### config.mk
export PLATFORM = sky130hd
export DESIGN_NAME = voice_allocator
export DESIGN_NICKNAME = d
export VERILOG_FILES = /design/src/rtl/synth_pkg.sv /design/src/rtl/voice_picker.sv /design/src/rtl/voice_allocator.sv
export SDC_FILE = /design/constraint.sdc
export NUM_CORES = 1
export LEC_CHECK = 0
export ABC_AREA = 1
export CORE_MARGIN = 8
export CORE_UTILIZATION = 30
export DETAILED_ROUTE_END_ITERATION = 12
export PLACE_DENSITY = 0.52
export SYNTH_ARGS = -nofsm -noshare
export SYNTH_HDL_FRONTEND = slang
export SYNTH_SLANG_ARGS = --single-unit
### constraint.sdc
create_clock -name clk -period 11.5 [get_ports clk]
set_clock_uncertainty 0.1 [all_clocks]
set_input_delay 2.3 -clock clk [delete_from_list [all_inputs] [get_ports clk]]
set_output_delay 2.3 -clock clk [all_outputs]
set_load 0.03 [all_outputs]
### src/rtl/synth_pkg.sv
// Shared definitions for the voice allocation slice.
// Provides the allocator FSM state encoding, the default note width and
// a constant-evaluable ceiling-log2 helper used to size voice indices
// and small counters.
package synth_pkg;

  // Allocator FSM states; encoding is fixed so debug probes stay stable.
  typedef enum logic [1:0] {
    IDLE   = 2'd0,
    SEARCH = 2'd1,
    GAP    = 2'd2,
    ASSIGN = 2'd3
  } state_t;

  // MIDI note numbers are 7 bits wide.
  localparam int DEFAULT_NOTE_BITS = 7;

  // Ceiling log2; clog2(1) = 0, clog2(4) = 2, clog2(5) = 3.
  function automatic int clog2(input int n);
    int r;
    r = 0;
    for (int i = 0; i < 31; i++) begin
      if ((1 << i) < n) r = i + 1;
    end
    return r;
  endfunction

endpackage

### src/rtl/voice_picker.sv
// Combinational target-voice selector for a note-on event.
// Ports:
//   gate       in  NUM_VOICES             current per-voice gate
//   voice_idle in  NUM_VOICES             envelope finished (amplitude 0)
//   ages       in  NUM_VOICES*AGE_BITS    per-voice LRU age, voice i at [i*AGE_BITS +: AGE_BITS]
//   notes      in  NUM_VOICES*NOTE_BITS   per-voice note, voice i at [i*NOTE_BITS +: NOTE_BITS]
//   ev_note    in  NOTE_BITS              note requested by the event
//   target     out clog2(NUM_VOICES)      chosen voice index
//   needs_gap  out 1                      chosen voice is currently gated and
//                                         must see a gate-low gap before re-gating
// Priority: gated voice already on this note, then lowest-index idle
// voice, then oldest releasing voice, then oldest gated voice.
// "Oldest" is the largest age with ties resolved to the lowest index.
module voice_picker
  import synth_pkg::*;
#(
  parameter int NUM_VOICES = 4,
  parameter int NOTE_BITS  = DEFAULT_NOTE_BITS,
  parameter int AGE_BITS   = 4
) (
  input  logic [NUM_VOICES-1:0]           gate,
  input  logic [NUM_VOICES-1:0]           voice_idle,
  input  logic [NUM_VOICES*AGE_BITS-1:0]  ages,
  input  logic [NUM_VOICES*NOTE_BITS-1:0] notes,
  input  logic [NOTE_BITS-1:0]            ev_note,
  output logic [clog2(NUM_VOICES)-1:0]    target,
  output logic                            needs_gap
);

  localparam int IDX_W = clog2(NUM_VOICES);

  logic             found_match, found_free, found_rel, found_gated;
  logic [IDX_W-1:0] match_idx, free_idx, rel_idx, gated_idx;
  logic [AGE_BITS-1:0] rel_age, gated_age, age_i;
  logic [NOTE_BITS-1:0] note_i;

  // One ascending scan builds all four candidates. Using a strict '>' on
  // age means an equal age seen later never displaces an earlier index,
  // which gives the lowest-index tie-break for free.
  always_comb begin
    found_match = 1'b0;
    found_free  = 1'b0;
    found_rel   = 1'b0;
    found_gated = 1'b0;
    match_idx   = '0;
    free_idx    = '0;
    rel_idx     = '0;
    gated_idx   = '0;
    rel_age     = '0;
    gated_age   = '0;
    age_i       = '0;
    note_i      = '0;
    for (int i = 0; i < NUM_VOICES; i++) begin
      age_i  = ages[i*AGE_BITS +: AGE_BITS];
      note_i = notes[i*NOTE_BITS +: NOTE_BITS];
      if (gate[i]) begin
        if (!found_match && note_i == ev_note) begin
          found_match = 1'b1;
          match_idx   = IDX_W'(i);
        end
        if (!found_gated || age_i > gated_age) begin
          found_gated = 1'b1;
          gated_age   = age_i;
          gated_idx   = IDX_W'(i);
        end
      end else begin
        if (!found_free && voice_idle[i]) begin
          found_free = 1'b1;
          free_idx   = IDX_W'(i);
        end
        if (!found_rel || age_i > rel_age) begin
          found_rel = 1'b1;
          rel_age   = age_i;
          rel_idx   = IDX_W'(i);
        end
      end
    end
  end

  // Final priority mux; the steal case is the fallback because when no
  // ungated voice exists every voice is gated.
  always_comb begin
    target    = gated_idx;
    needs_gap = 1'b1;
    if (found_match) begin
      target    = match_idx;
      needs_gap = 1'b1;
    end else if (found_free) begin
      target    = free_idx;
      needs_gap = 1'b0;
    end else if (found_rel) begin
      target    = rel_idx;
      needs_gap = 1'b0;
    end
  end

endmodule

### src/rtl/voice_allocator.sv
// Polyphony controller driving a bank of envelope generators.
// Ports:
//   clk        in  1                      system clock (shared with envelopes)
//   rst        in  1                      synchronous active-high reset
//   ev_valid   in  1                      event present
//   ev_ready   out 1                      event accepted on ev_valid && ev_ready
//   ev_on      in  1                      1 = note-on, 0 = note-off
//   ev_note    in  NOTE_BITS              event note number
//   voice_idle in  NUM_VOICES             per-voice envelope-finished flag
//   gate       out NUM_VOICES             per-voice gate
//   voice_note out NUM_VOICES*NOTE_BITS   per-voice note, voice i at [i*NOTE_BITS +: NOTE_BITS]
//   busy       out 1                      FSM not in IDLE
// One event is processed at a time: IDLE accepts, SEARCH decides, and
// retriggers/steals pass through GAP so the envelope sees a gate-low gap
// of exactly RETRIG_CYCLES cycles before re-gating.
module voice_allocator
  import synth_pkg::*;
#(
  parameter int NUM_VOICES    = 4,
  parameter int NOTE_BITS     = DEFAULT_NOTE_BITS,
  parameter int AGE_BITS      = 4,
  parameter int RETRIG_CYCLES = 2
) (
  input  logic                            clk,
  input  logic                            rst,
  input  logic                            ev_valid,
  output logic                            ev_ready,
  input  logic                            ev_on,
  input  logic [NOTE_BITS-1:0]            ev_note,
  input  logic [NUM_VOICES-1:0]           voice_idle,
  output logic [NUM_VOICES-1:0]           gate,
  output logic [NUM_VOICES*NOTE_BITS-1:0] voice_note,
  output logic                            busy
);

  localparam int IDX_W = clog2(NUM_VOICES);
  localparam int GAP_W = clog2(RETRIG_CYCLES + 1);
  localparam logic [AGE_BITS-1:0] AGE_MAX = {AGE_BITS{1'b1}};

  state_t                         state, state_next;
  logic                           ev_on_r;
  logic [NOTE_BITS-1:0]           ev_note_r;
  logic [IDX_W-1:0]               target_r;
  logic [GAP_W-1:0]               gap_cnt;
  logic [NUM_VOICES*AGE_BITS-1:0] ages, ages_next;
  logic [IDX_W-1:0]               pick;
  logic                           pick_gap;
  logic [IDX_W-1:0]               assign_idx;

  assign ev_ready = (state == IDLE) && !rst;
  assign busy     = (state != IDLE);

  voice_picker #(
    .NUM_VOICES (NUM_VOICES),
    .NOTE_BITS  (NOTE_BITS),
    .AGE_BITS   (AGE_BITS)
  ) u_picker (
    .gate       (gate),
    .voice_idle (voice_idle),
    .ages       (ages),
    .notes      (voice_note),
    .ev_note    (ev_note_r),
    .target     (pick),
    .needs_gap  (pick_gap)
  );

  // Ages after an assignment: the assigned voice becomes youngest and all
  // others grow older, saturating. Only committed on note-on assignment.
  always_comb begin
    ages_next  = ages;
    assign_idx = (state == SEARCH) ? pick : target_r;
    for (int i = 0; i < NUM_VOICES; i++) begin
      if (IDX_W'(i) == assign_idx) begin
        ages_next[i*AGE_BITS +: AGE_BITS] = '0;
      end else if (ages[i*AGE_BITS +: AGE_BITS] != AGE_MAX) begin
        ages_next[i*AGE_BITS +: AGE_BITS] = ages[i*AGE_BITS +: AGE_BITS] + 1'b1;
      end
    end
  end

  // Next-state logic.
  always_comb begin
    state_next = state;
    case (state)
      IDLE:    if (ev_valid) state_next = SEARCH;
      SEARCH:  state_next = (ev_on_r && pick_gap) ? GAP : IDLE;
      GAP:     if (gap_cnt == '0) state_next = ASSIGN;
      ASSIGN:  state_next = IDLE;
      default: state_next = IDLE;
    endcase
  end

  // State register.
  always_ff @(posedge clk) begin
    if (rst) state <= IDLE;
    else     state <= state_next;
  end

  // Datapath. The re-gate of a gapped voice is registered on the last GAP
  // cycle so the gate is already high while the FSM sits in ASSIGN; that
  // keeps the gate-low window at exactly RETRIG_CYCLES cycles.
  always_ff @(posedge clk) begin
    if (rst) begin
      gate       <= '0;
      voice_note <= '0;
      ages       <= '0;
      ev_on_r    <= 1'b0;
      ev_note_r  <= '0;
      target_r   <= '0;
      gap_cnt    <= '0;
    end else begin
      case (state)
        IDLE: begin
          if (ev_valid) begin
            ev_on_r   <= ev_on;
            ev_note_r <= ev_note;
          end
        end
        SEARCH: begin
          if (!ev_on_r) begin
            // Note-off releases every matching gated voice; the note is
            // kept so the release tail plays at the same pitch.
            for (int i = 0; i < NUM_VOICES; i++) begin
              if (gate[i] && voice_note[i*NOTE_BITS +: NOTE_BITS] == ev_note_r)
                gate[i] <= 1'b0;
            end
          end else begin
            target_r <= pick;
            voice_note[pick*NOTE_BITS +: NOTE_BITS] <= ev_note_r;
            if (pick_gap) begin
              gate[pick] <= 1'b0;
              gap_cnt    <= GAP_W'(RETRIG_CYCLES - 1);
            end else begin
              gate[pick] <= 1'b1;
              ages       <= ages_next;
            end
          end
        end
        GAP: begin
          if (gap_cnt == '0) begin
            gate[target_r] <= 1'b1;
            ages           <= ages_next;
          end else begin
            gap_cnt <= gap_cnt - 1'b1;
          end
        end
        default: ;
      endcase
    end
  end

endmodule

**Run 1: cell classes on the final placement**

Scale bar: 50 microns. Fill, decap, tap and diode cells in grey.
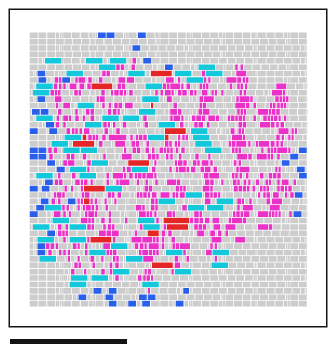
red -> clock drivers and dummy loads  # cells 15
blue -> remaining buffers and delay cells  # cells 49
magenta -> remaining logic cells  # cells 557
cyan -> registers  # cells 62

**Run 1: selected gate families**

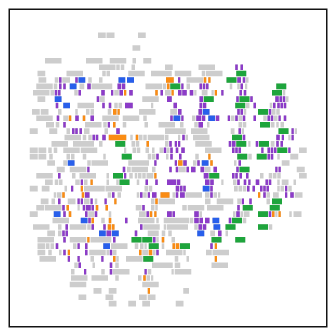
blue -> xor and xnor cells  # cells 20, most used xor2_1
orange -> nor cells  # cells 52, most used nor2_1
green -> fa/ha/maj cells  # cells 37, most used ha_1
purple -> nand cells  # cells 230, most used nand2_1

**Run 1: clock nets**

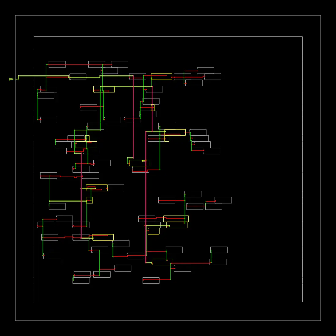
total CTS buffers: 9
clock distribution power: 0.267 mW

==> flow_summary.yaml, run 1 <==
# flow metrics
run_status:
  outcome: "completed"
cells_and_area:
  nets: 731
  register_area_sq_um: 1241
  final-nonclk-buf-share_pct: 9.475
  num-multi-input-gates: 491
  n_clock_buffer: 11
  logic_area_sq_um: 2655
  comb_area_share_pct: 51.55
  dominant_cells: "multi-input combinational cells"
  fillers: 1514
  seq_share_pct: 24.10
  buffers: 49
  clock_area_share_pct: 5.637
route:
  routedWlPerCell_microns: 14.67
  wl_met1_microns: 5699
  drt-total-wl_microns: 12660
  drtIter0Drc: 206
  dr_wl_met3_microns: 616
  dr.pass1.iters: 5
  drc_errors: 0
  met2_length_microns: 6114
  vias: 4218
power_and_ir_drop:
  finalPower_mw: 1.419
  power_density_nw_per_um2: 275.6
  leakage_nw: 2.195
  irDropWorstVdd_mv: 0.1012
global_route:
  grt_busiest_layer: "met2"
  grt_usage_pct: 14.44
  gr-total-overflow: 0
  grt_pass1_wl_microns: 21090
  grt_max_degree: 35
  grtUsageMet1_pct: 16.64
cts:
  ctsHoldBuffers: 0
  clock_path_buffers: 2
  cts_resized: 0
  cts_sinks: 62
  post_cts.repair.setup_buffers: 0
  cts_max_level: 3
  cts_tree: "built"
  path_clk_slew_ns: 0.05
  root_buffer: "clkbuf_16"
synthesis:
  yosysUniqueCellTypes: 34
  yosys.area.top_type_share_pct: 29.46
  ys_chip_area_sq_um: 4213
  flop_cell: "dfxtp_1"
  async_flop_share_pct: 0
  avgSynthCellArea_sq_um: 6.655
  ys_ff: 62
  synth_dominant_cell_count: "nand2_1"
  synthesis.area_sq_um: 4213
  synth.area.top_cells: "dfxtp_1 (29%), nand2_1 (16%), ha_1 (11%), a21oi_1 (9.1%), o21ai_0 (5.9%)"
die:
  io_pins: 49
  fp_util_pct: 30.47
  rows: 43
  dieArea_sq_um: 18090
  core_region_area_sq_um: 13830
worst_setup_path:
  critPathMaxStageDelay_ns: 0.63
  worstPathArrival_ns: 6.48
  cp.depth: 37
  timing.rr.start: "gate[0]"
  crit_type: "register to register"
  crit_fanout: 16
  cpMaxStageDelayCell: "dfxtp_1"
  reg2regPathDepth: 37
  required_ns: 11.66
  reg2reg_setup_slack_ns: 5.18
timing:
  timing.fmax_mhz: 158.2
  finalCritPeriodShare_pct: 54.97
  worstMarginPinSlew_ns: 0.9409
  finalHoldViolCount: 0
  fin_setup_tns_ns: 0
  slew_viol_final: 0
  max_slew_margin_pct: 37.20
  min_period_ns: 6.321
  rsz0062_at_grt: "no"
placement:
  io_buffers: 48
  hpwl_microns: 9606
  place_congestion: 0.8334
flow_run:
  max_cap_viol_count: 0
hold_path:
  hold_path.class: "register to register"
  min_to: "gap_cnt[1]"
  hold_depth: 2
[run 1: report_power, final]
group	total (mW)	internal (mW)	switching (mW)
Clock	0.267	0.171	0.0951
Combinational	0.845	0.288	0.557
Sequential	0.307	0.250	0.0574
Total	1.42	0.710	0.709
[run 1: worst max-delay path by stage]
stage	from	endpoint	slack, ns
floorplan	rst	ev_ready	6.03
global placement	rst	ev_ready	5.25
detailed placement	gate[0]	voice_note[0]	5.23
CTS	gate[0]	voice_note[0]	5.20
global route	gate[0]	voice_note[0]	4.44
finish	gate[0]	voice_note[0]	5.18
[run 1: placed cells by master, fill, tap and decap left out, types with 15 or more instances in the layout]
cell type	n
a21oi_1	77
clkdlybuf4s50_1	48
dfxtp_1	62
ha_1	37
inv_1	62
nand2_1	175
nand3_1	37
nor2_1	44
o21ai_0	50
xor2_1	15
[run 1: registers in the layout, indices dropped and copies added, names as in the netlist, named ones only]
signal      cells
ages           16
ev_note_r       7
ev_on_r         1
gap_cnt         2
gate            4
state           1
target_r        2
voice_note     28
[run 1: cells by family after synthesis]
family	synth area share, %
DFF	29.46
buffers and inverters	7.514
xor gates and xnor gates	4.158
and+or+nand+nor	29.31
adders and majority gates	10.99
AOI/OAI and AO/OA	18.56
[run 1: per-stage QoR]
| stage | utilization (%) | area (sq um) | std cells | hold WS (ns) | worst slack [ns] |
|---|---|---|---|---|---|
| CTS | 37.25 | 5150 | 863 | 0.3740 | 5.196 |
| detailed placement | 35.15 | 4860 | 848 | 0.3652 | 5.228 |
| finish | 37.25 | 5150 | 863 | 0.3669 | 5.179 |
| floorplan | - | 4213 | 633 | 0.3331 | 6.027 |
| global placement | 35.15 | 4860 | 848 | 0.3470 | 5.252 |
| global route | 37.25 | 5150 | 863 | 0.4115 | 4.443 |
--- run 2 (diff from run 1) ---
- clock period: 11.5 -> 5.9 ns (I/O delays scaled with it)
**Run 2: the metal 2 layer**

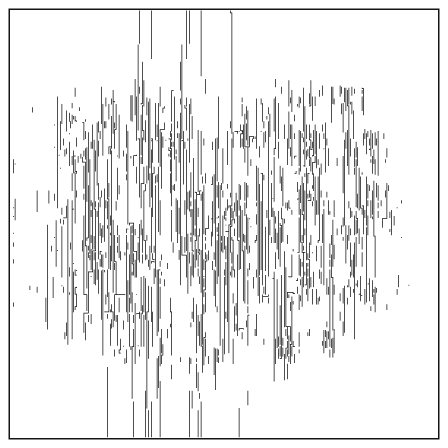
main direction = vertical
nets with wire on the layer = 573
share of all routed wire = 48%

==> run 2 against run 1 <==
Net effect:
- critical path type unchanged
- cell count increased by 0.81%
- register-to-register slack got worse by 4.5 ns
- sequential power increased by 95%
- first-iteration DRC count increased by 35%
- routed wire length increased by 3.6%
- critical path depth increased by 3
- synthesized cell count unchanged
- largest power group unchanged
==> flow_summary.yaml, run 2 <==
# flow metrics
run_status:
  outcome: "completed"
worst_setup_path:
  crit_fanout: 15
  worstPathArrival_ns: 5.36
  required_ns: 6.06
  cpMaxStageDelayCell: "dfxtp_2"
  reg2regPathDepth: 40
  critPathMaxStageDelay_ns: 0.38
  start_kind: "register"
  crit_type: "register to register"
synthesis:
  ys_top_logic_family: "simple AND/OR/NAND/NOR gates"
  ys_chip_area_sq_um: 4213
  synth_dominant_cell_count: "nand2_1"
  synthAoiAreaFrac_pct: 18.56
  yosys.area_share.simple_pct: 29.31
  xor_share_pct: 4.158
  postSynthSeqShare_pct: 29.46
  ys_warn_count: 0
  syn-num-nets: 685
  synthesis.area_sq_um: 4213
  mux_share_pct: 0
  avgSynthCellArea_sq_um: 6.655
  synth.area.top_cells: "dfxtp_1 (29%), nand2_1 (16%), ha_1 (11%), a21oi_1 (9.1%), o21ai_0 (5.9%)"
  ys_ff: 62
  yosysUniqueCellTypes: 34
  flop_cell: "dfxtp_1"
  async_flop_share_pct: 0
  yosys.area.top_type_share_pct: 29.46
  fa_ha_area_share_pct: 10.99
die:
  io_pins: 49
  rows: 43
  fp_util_pct: 30.47
  core_region_area_sq_um: 13830
  dieArea_sq_um: 18090
cells_and_area:
  fin_util_pct: 37.71
  layout_top_cells: "nand2_1 (174), a21oi_1 (77), inv_1 (61), dfxtp_1 (61), clkdlybuf4s50_1 (48)"
  fillers: 1498
  drive_above_1_share_pct: 7.246
  reg_top3: "voice_note x28, ages x16, ev_note_r x7"
  largest_reg_flops: 28
  mostFrequentLayoutCell: "nand2_1"
  register_area_sq_um: 1242
  nets: 737
  logic_area_sq_um: 2673
  largest-register: "voice_note"
timing:
  slew_viol_final: 0
  setup_violations: 0
  max_slew_margin_pct: 36.91
  rsz0062_at_grt: "no"
  min_period_ns: 5.206
  timing.fmax_mhz: 192.1
  finalCritPeriodShare_pct: 88.23
  worstMarginPinSlew_ns: 0.9453
  finalHoldViolCount: 0
  fin_setup_tns_ns: 0
global_route:
  grt_max_degree: 35
  gr-total-overflow: 0
  grtUsageMet1_pct: 17.71
  grt_pass1_vias: 4214
  grt_pass1_wl_microns: 21210
  grt_usage_pct: 14.57
  antenna_found_initial: 0
  grt_busiest_layer: "met2"
cts:
  path_clk_slew_ns: 0.06
  clk_latency_ns: 0.33
  ctsHoldBuffers: 0
  cts_resized: 0
  clock_path_buffers: 2
  cts_tree: "built"
  cts_buffers: 9
  post_cts.repair.setup_buffers: 0
  root_buffer: "clkbuf_16"
  cts_max_level: 3
route:
  drc_errors: 0
  routedWlPerCell_microns: 15.07
  dr.pass1.iters: 5
  viasPerCell: 4.945
  vias: 4302
  drtIter0Drc: 279
  drt-total-wl_microns: 13120
placement:
  hpwl_microns: 9846
  place_congestion: 0.8286
  io_buffers: 48
power_and_ir_drop:
  power_density_nw_per_um2: 541.2
  irDropWorstVdd_mv: 0.2068
  leakage_nw: 2.225
hold_path:
  hold_path.class: "register to register"
  hold_depth: 2
flow_run:
  max_cap_viol_count: 0
**Run 2: clock nets**

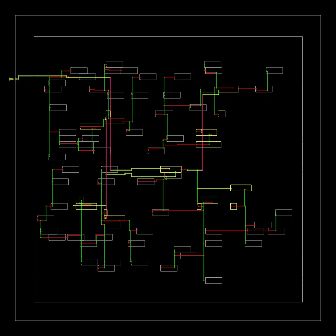
clock sinks: 62
clock distribution power: 0.526 mW
CLK BUF: 10

## run 2: layout make-up
cell class / count / area share (%)
tap: 180 / 4.320
inverter: 66 / 4.800
clock inverter: 6 / 1.176
clock buffer: 10 / 4.392
timing repair buffer: 55 / 10.22
sequential: 62 / 23.83
multi-input combinational: 491 / 51.26
## run 2: report_power, final
| part | internal, mW | switching [mW] | total, mW |
|---|---|---|---|
| combinational | 0.590 | 1.11 | 1.70 |
| clock | 0.326 | 0.200 | 0.526 |
| sequential | 0.488 | 0.110 | 0.598 |
## run 2: metal layers
| layer | vias up | routed length (microns) |
|---|---|---|
| met5 | - | 0 |
| met4 | 0 | 168 |
| met3 | 13 | 656 |
| met2 | 94 | 6298 |
| met1 | 1983 | 5992 |
| li1 | 2212 | - |
## run 2: final timing paths
kind         startpoint             to  slack [ns]
max             gate[0]  voice_note[1]        0.69
min          gap_cnt[1]     gap_cnt[1]        0.36
min reg2reg  gap_cnt[1]     gap_cnt[1]        0.36
max reg2reg     gate[0]  voice_note[1]        0.69
## run 2: through the flow
stage	worst slack, ns	instance area, sq um	power [mW]	instances	hold WS [ns]
6_report	0.6944	5214	2.822	870	0.3562
3_3_place_gp	0.3521	4897	2.216	853	0.3509
4_1_cts	0.1838	5187	2.805	869	0.3626
3_5_place_dp	0.2533	4897	2.258	853	0.3531
2_1_floorplan	0.7731	4213	1.843	633	0.3331
5_1_grt	0.02595	5214	3.115	870	0.4007
## run 2: worst max-delay path, delay by kind of cell, from the launching register on
| family | cells | cell delay [ns] |
|---|---|---|
| and+or+nand+nor | 21 | 1.52 |
| DFF | 1 | 0.38 |
| buffers and inverters | 8 | 0.98 |
| adders and majority gates | 4 | 1.18 |
| AOI/OAI and AO/OA | 7 | 0.94 |
Power is estimated from default activity; no workload was simulated.
